Fig. 1: signal wires by layer
Scale: 4 px per micron. Only two layers are drawn.
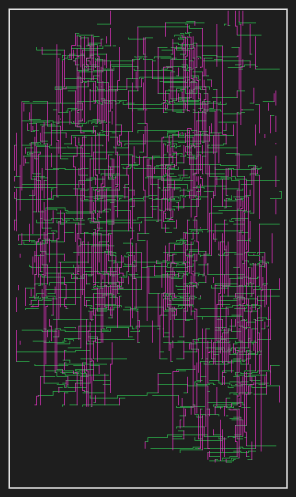
Fig. 2: M2 wires
Scale: 4 px per micron.
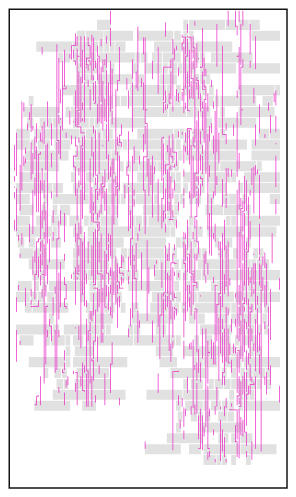
Fig. 3: layout detail
Window x 15 to 55, y 40 to 80 microns. Cells in grey, sequential cells in the stronger grey; small squares are vias.
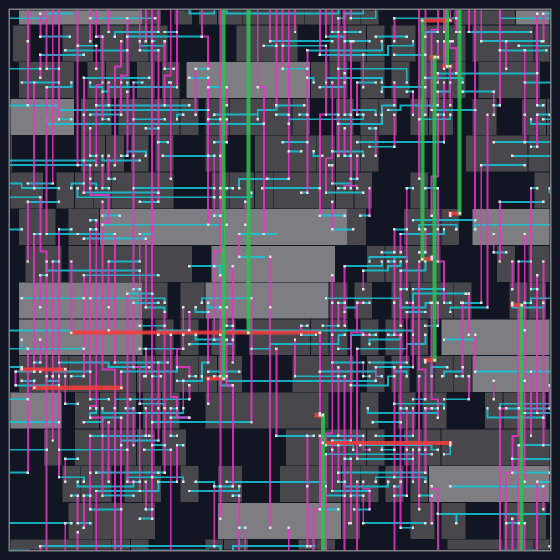
Fig. 4: pin map
Scale: 4 px per micron. Pins as bars across the die edge, other pins in grey.
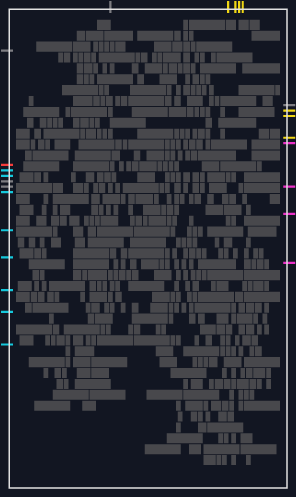
Design duty_seg_display, sky130hd; sources not shown.
==> GITHUB_STEP_SUMMARY <==
## Implementation flow summary

| Metric | Value |
|---|---|
| Worst EP required | `1290 ps` |
| Placed cell count | `613` |
| First-pass iteration count of the detailed router | `5` |
| Inverters | `66` |
| Leading area contributor after synthesis | `dfrtp_1` |
| Levels on crit path | `1` |
| DR iter-0 viols | `175` |
| Post-Syn Area | `0.00393 sq mm` |
| Area grow syn2layout | `16.8%` |
| Site Rows | `42` |
| MaxCap Viol Count | `0` |
| Critical-path maximum fanout | `1` |
| Cycle use final | `84.5%` |
| FF+latch area | `0.00173 sq mm` |
| Buf/Inv on CP | `1` |
| Synth mux share | `0.286%` |
| Filler cells | `633` |
| Post-synth ARST share | `100%` |
| Pleak | `2.33 nW` |
| Global-route wire length before repair | `14100 microns` |
| Max reg flops | `20` |
| Adder Area Share | `9.86%` |
| Worst setup margin | `287 ps` |
| Mapped Nets | `544` |
| AND-OR/OR-AND share of the synthesized area | `8.40%` |
| OpenROAD warning count | `47` |
| Top cells by count | `154 x nand2_1, 65 x dfrtp_1, 64 x inv_1` |
| Share of cells above drive strength 1 | `10.9%` |
| Multi-In Gates | `358` |
| Num Clock Sinks | `69` |
| Post-CTS setup buffers | `0` |
| Worst-path cell chain | `buf_12` |
| Status | `complete, no violations` |
| WHS | `441 ps` |
| Syn avg cell area | `7.85 sq um` |
Back to the opening pictures, Fig. 1:
- magenta: metal 2 (wire length 4280 microns)
- green: metal 1 (wire length 3140 microns)
Routed wire per std cell: 12.6 microns
Tot GR Track Use: 21.6%
final WL: 7930 microns
vias: 3274

Back to the opening pictures, Fig. 2:
- longest straight run: 40.3 microns
- wire length on this layer: 4280 microns
- nets with wire on the layer: 461
- share of all routed wire: 54%
grt met2 use: 39.1%

Back to the opening pictures, Fig. 3:
- cyan: metal 1
- red: metal 3
- green: metal 4
- magenta: metal 2
- cells with their middle in the window: 161
- most frequent: nand2_1 (62), inv_1 (20)
- sequential cells in the window: 13

Back to the opening pictures, Fig. 4:
- red: carry_in (pins 1; direction input; edge west)
- cyan: value_in (pins 8; direction input; edge west)
- magenta: an (pins 4; direction output; edge east)
- yellow: seg (pins 7; direction output; edge 4 north, 3 east)
- all pins by edge: 12 west, 8 east, 5 north
Horiz. Die Dim: 69.0 microns
DIE HEIGHT: 119 microns
Port Buffers: 23

## power by group
part | internal [mW] | switching [mW] | leakage (nW)
Sequential | 1.99 | 0.392 | 0.874
Combinational | 1.03 | 1.75 | 1.31
Clock | 1.02 | 0.614 | 0.140
Total | 4.03 | 2.75 | 2.33
## cells by family (layout without fill, tap and decap cells)
kind of cell             after synthesis  after routing
AND/OR/NAND/NOR                      257            257
buffers and inverters                 74            114
multiplexers                           1              1
other                                  1              1
adder cells (fa/ha/maj)               31             31
flip-flops                            69             69
XOR/XNOR                               8              8
AND-OR/OR-AND                         60             60
## metal layers
layer	vias to the layer above	global-route usage [%]	part of all wire (%)
met3	24	5.08	2.7
met2	65	39.1	54
li1	1648	-	-
met5	-	0	0
met4	0	12.4	3.8
met1	1537	22.2	40
Power figures rest on the tool's default switching activity, not on a simulated workload.
